<file path="src/rtl/config_loader.sv">
// -----------------------------------------------------------------------------
// config_loader
//   Bitstream loader that sits directly upstream of the tile configuration
//   chain. Configuration words arrive over a valid/ready stream and are
//   serialised LSB-first onto the chain head. Each load:
//     1. holds chain_nreset low for CLEAR_CYCLES cycles,
//     2. shifts exactly CHAIN_LENGTH bits (chain_enable high once per bit),
//     3. pulses done for one cycle and returns to idle.
//   A one-word skid buffer sits in front of the shift register so the next
//   word can be taken while the current one is still shifting out; with a
//   source that keeps up, the bit stream has no bubbles.
//
// Ports
//   config_clock  in   shared clock for loader and chain
//   config_reset  in   synchronous, active-high reset
//   start         in   one-cycle pulse, begins a load when idle
//   word_data     in   bitstream word, bit 0 shifted first
//   word_valid    in   word_data valid
//   word_ready    out  word accepted on a cycle with word_valid & word_ready
//   chain_data    out  serial bit to chain head
//   chain_enable  out  chain shift enable, high only for real bits
//   chain_nreset  out  active-low chain clear
//   busy          out  load in progress (CLEAR or STREAM)
//   done          out  one-cycle pulse after the final bit
//   error         out  sticky, start seen while busy
//   dbg_state     out  current FSM state (IDLE=0, CLEAR=1, STREAM=2, DONE=3)
//
// Handshake: a word transfers on every rising edge where word_valid and
// word_ready are both high. word_ready never depends on word_valid, and the
// source must hold word_data stable while word_valid is high and not taken.
// -----------------------------------------------------------------------------
module config_loader #(
  parameter int WORD_WIDTH   = 32,
  parameter int CHAIN_LENGTH = 2304,
  parameter int CLEAR_CYCLES = 4
) (
  input  logic                  config_clock,
  input  logic                  config_reset,
  input  logic                  start,
  input  logic [WORD_WIDTH-1:0] word_data,
  input  logic                  word_valid,
  output logic                  word_ready,
  output logic                  chain_data,
  output logic                  chain_enable,
  output logic                  chain_nreset,
  output logic                  busy,
  output logic                  done,
  output logic                  error,
  output logic [1:0]            dbg_state
);

  localparam int CNT_W = $clog2(CHAIN_LENGTH + 1);
  localparam int SC_W  = $clog2(WORD_WIDTH + 1);
  localparam int CC_W  = $clog2(CLEAR_CYCLES + 1);

  localparam logic [CNT_W-1:0] NUM_WORDS  =
    CNT_W'((CHAIN_LENGTH + WORD_WIDTH - 1) / WORD_WIDTH);
  localparam logic [CNT_W-1:0] TOTAL_BITS = CNT_W'(CHAIN_LENGTH);
  localparam logic [SC_W-1:0]  FULL_WORD  = SC_W'(WORD_WIDTH);
  localparam logic [CC_W-1:0]  CLEAR_LAST = CC_W'(CLEAR_CYCLES - 1);

  localparam logic [1:0] ST_IDLE   = 2'd0;
  localparam logic [1:0] ST_CLEAR  = 2'd1;
  localparam logic [1:0] ST_STREAM = 2'd2;
  localparam logic [1:0] ST_DONE   = 2'd3;

  logic [1:0]            r_state;
  logic [CC_W-1:0]       r_clear_cnt;
  logic [WORD_WIDTH-1:0] r_shift;
  logic [SC_W-1:0]       r_shift_cnt;   // valid bits left in r_shift
  logic [WORD_WIDTH-1:0] r_skid;
  logic                  r_skid_valid;
  logic [CNT_W-1:0]      r_words_left;  // words still to accept this load
  logic [CNT_W-1:0]      r_bits_left;   // chain bits still to shift this load
  logic                  r_error;

  logic w_busy;
  logic w_shift;
  logic w_accept;
  logic w_last_bit;
  logic w_shift_empty_next;

  assign w_busy     = (r_state == ST_CLEAR) || (r_state == ST_STREAM);
  assign w_shift    = (r_state == ST_STREAM) && (r_shift_cnt != '0);
  assign w_last_bit = w_shift && (r_bits_left == CNT_W'(1));
  assign word_ready = w_busy && !r_skid_valid && (r_words_left != '0);
  assign w_accept   = word_valid && word_ready;

  // The shift register is free to take a new word on the next edge when it
  // is already empty or is emitting its final valid bit this cycle.
  assign w_shift_empty_next = (r_shift_cnt == '0) ||
                              (w_shift && (r_shift_cnt == SC_W'(1)));

  assign chain_enable = w_shift;
  assign chain_data   = w_shift & r_shift[0];
  assign chain_nreset = (r_state != ST_CLEAR);
  assign busy         = w_busy;
  assign done         = (r_state == ST_DONE);
  assign error        = r_error;
  assign dbg_state    = r_state;

  always_ff @(posedge config_clock) begin
    if (config_reset) begin
      r_state      <= ST_IDLE;
      r_clear_cnt  <= '0;
      r_shift      <= '0;
      r_shift_cnt  <= '0;
      r_skid       <= '0;
      r_skid_valid <= 1'b0;
      r_words_left <= '0;
      r_bits_left  <= '0;
      r_error      <= 1'b0;
    end else begin
      case (r_state)
        ST_IDLE: begin
          if (start) begin
            r_state      <= ST_CLEAR;
            r_clear_cnt  <= CLEAR_LAST;
            r_words_left <= NUM_WORDS;
            r_bits_left  <= TOTAL_BITS;
            r_shift_cnt  <= '0;
            r_skid_valid <= 1'b0;
            r_error      <= 1'b0;
          end
        end
        ST_CLEAR: begin
          if (r_clear_cnt == '0) begin
            r_state <= ST_STREAM;
          end else begin
            r_clear_cnt <= r_clear_cnt - CC_W'(1);
          end
        end
        ST_STREAM: begin
          // Leaving on the final counted bit discards any unused upper bits
          // of a partial last word without ever enabling them.
          if (w_last_bit) begin
            r_state <= ST_DONE;
          end
        end
        ST_DONE: begin
          r_state <= ST_IDLE;
        end
        default: begin
          r_state <= ST_IDLE;
        end
      endcase

      // start during DONE is deliberately ignored without raising error.
      if (start && w_busy) begin
        r_error <= 1'b1;
      end

      if (w_accept) begin
        r_words_left <= r_words_left - CNT_W'(1);
      end

      if (w_shift) begin
        r_bits_left <= r_bits_left - CNT_W'(1);
      end

      if (w_busy) begin
        if (w_shift_empty_next) begin
          if (r_skid_valid) begin
            // word_ready is low while the skid holds a word, so no new word
            // can arrive on this edge; the skid simply drains.
            r_shift      <= r_skid;
            r_shift_cnt  <= FULL_WORD;
            r_skid_valid <= 1'b0;
          end else if (w_accept) begin
            r_shift     <= word_data;
            r_shift_cnt <= FULL_WORD;
          end else begin
            r_shift_cnt <= '0;
          end
        end else begin
          if (w_shift) begin
            r_shift     <= r_shift >> 1;
            r_shift_cnt <= r_shift_cnt - SC_W'(1);
          end
          if (w_accept) begin
            r_skid       <= word_data;
            r_skid_valid <= 1'b1;
          end
        end
      end
    end
  end

endmodule

</file>
<file path="config.mk">
export PLATFORM = sky130hd
export DESIGN_NAME = config_loader
export DESIGN_NICKNAME = d
export VERILOG_FILES = /design/src/rtl/config_loader.sv
export SDC_FILE = /design/constraint.sdc
export NUM_CORES = 1
export LEC_CHECK = 0
export CAP_MARGIN = 20
export CORE_MARGIN = 10
export CORE_UTILIZATION = 44
export CTS_BUF_LIST = sky130_fd_sc_hd__clkbuf_16
export DETAILED_ROUTE_END_ITERATION = 6
export HOLD_SLACK_MARGIN = 0.02
export PLACE_DENSITY = 0.67
export SLEW_MARGIN = 20
export SYNTH_ARGS = -nofsm -noshare
export SYNTH_HDL_FRONTEND = slang
export SYNTH_SLANG_ARGS = --single-unit
export TNS_END_PERCENT = 10
</file>
<file path="constraint.sdc">
create_clock -name config_clock -period 3.85 [get_ports config_clock]
set_input_delay 0.77 -clock config_clock [delete_from_list [all_inputs] [get_ports config_clock]]
set_output_delay 0.77 -clock config_clock [all_outputs]
set_load 0.03 [all_outputs]
</file>
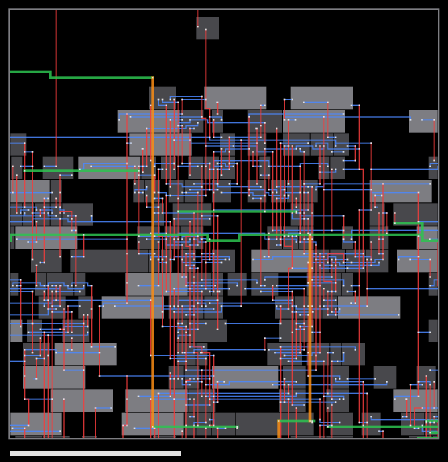
**Above:** a small window of the routed layout.
Bar = 20 um. Region (39, 65) to (89, 115) um. Cells in gray, sequential cells in the stronger gray; small squares are vias.
M4: marked orange. M2: marked red. M1: marked blue. M3: marked green.
Sequential cells in the window: 22. 131 logic cells have their middle in the window. Most frequent: dfxtp_1 (21), nor2_1 (15), a21oi_1 (15). Netlist names of flops here include `r_words_left` (12), `r_shift` (5), `r_skid` (2).

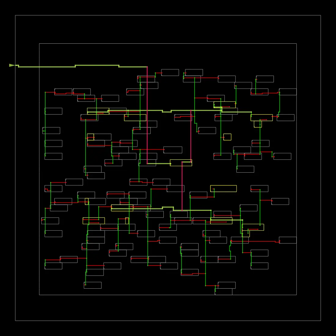
**Above:** clock routing.
CTS sink cnt: 101
Clock Skews: 0.00723 ns

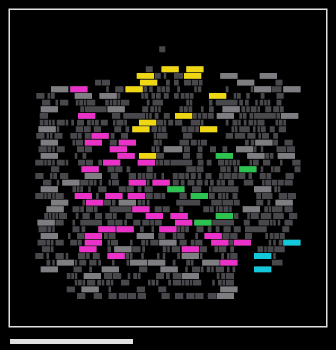
**Above:** where the registers sit.
Bar = 50 um. Other sequential cells in the stronger gray, the rest of the logic in the fainter gray.
`r_shift`: marked magenta, flops 32. `r_shift_cnt`: marked green, flops 6. `r_clear_cnt`: marked cyan, flops 3. `r_words_left`: marked yellow, flops 12, where top center.
Another 48 sequential cells are not colored.
sequential cell area share: 0.339
Finished Core Util: 0.518
flip-flop and latch area: 0.00202 mm2
Seq group: 1410 uW

## critical path, stage by stage (launching register included)
cell,delay (ns)
dfxtp_1,0.33
inv_1,0.08
ha_1,0.22
or3b_2,0.47
o21ai_0,0.22
inv_1,0.23
and2_1,0.22
clkdlybuf4s50_1,0.59
## final cells by class
class                   instances  area share
multi-input cells             466       0.485
flip-flops and latches        101       0.339
well taps                     143      0.0300
clock buffers                   9      0.0378
repair buffers                 54      0.0856
clock inverters                 7      0.0120
inverters                      16      0.0101
## layout by cell type, fill, tap and decap left out, types with 12 or more instances in the layout
master	instances
o2111ai_1	33
a21oi_1	60
o21ai_0	22
dfxtp_1	100
mux2i_1	33
nand2_1	111
inv_1	17
clkdlybuf4s50_1	42
nor2_1	36
o21ai_1	29
buf_4	12
ha_1	13
a21oi_2	29
==> ci_impl_report.md <==
## Implementation flow summary

| Metric | Value |
|---|---|
| Data arrival time of the critical path | `2.71 ns` |
| Pwr top | `combinational logic` |
| Logic area | `0.00290 mm2` |
| First-pass GRT wire length | `around 20000 um` |
| Layout cells sized above 1 | `0.107` |
| Synth flops | `101` |
| RSZ-0062 raised after global routing | `false` |
| Chip Height | `roughly 130 um` |
| Max-slew headroom | `0.489` |
| Final GP Congestion | `~0.85` |
| First-pass iteration count of the detailed router | `4` |
| Sequential Power Share | `0.310` |
| Top cells, area | `dfxtp_1, nand2_1, mux2i_1` |
| Setup violations, final | `0` |
| # DRC | `0` |
| Leak pwr | `approximately 0.0020 uW` |
| Number of nets in the layout | `697` |
| I/O Pins | `approximately 45` |
| Clock Latency Late Sink | `around 0.35 ns` |
| Minimum clock period | `approximately 3.5 ns` |
| Congestion Overflow GR | `0` |
| Core Density at Floorplan | `0.453` |
| DRT Wirelength | `12100 um` |
| GRT busiest layer | `met2` |
| Final Power | `between 4000 and 5000 uW` |
| Reg2Reg Depth | `7` |
| Comb power | `2220 uW` |
| Top non-seq family | `AND-OR/OR-AND gates` |
| Post-CTS Resized | `0` |
| Power share of the clock group | `0.202` |
| Dominant flop cell | `dfxtp_1` |
| Tool Warnings | `34` |
| Finished Layout Cells | `slightly below 800` |
| Fin. max-slew vios | `0` |
| Initial antenna violation count | `0` |
| Chip area | `0.0166 mm2` |
| Met2 WL post-DR | `between 5000 and 6000 um` |
| Synth top cells by count | `nand2_1, dfxtp_1, a21oi_1` |
| Post-synth ARST share | `0` |
| Top-area cell type share of the netlist area | `0.388` |
| Status | `finished, final reports clean` |
| Worst VDD drop | `between 0.3 and 0.4 mV` |
| Yosys top cell by area | `dfxtp_1` |
No activity file was given, so power comes from the tool's default toggle rates.
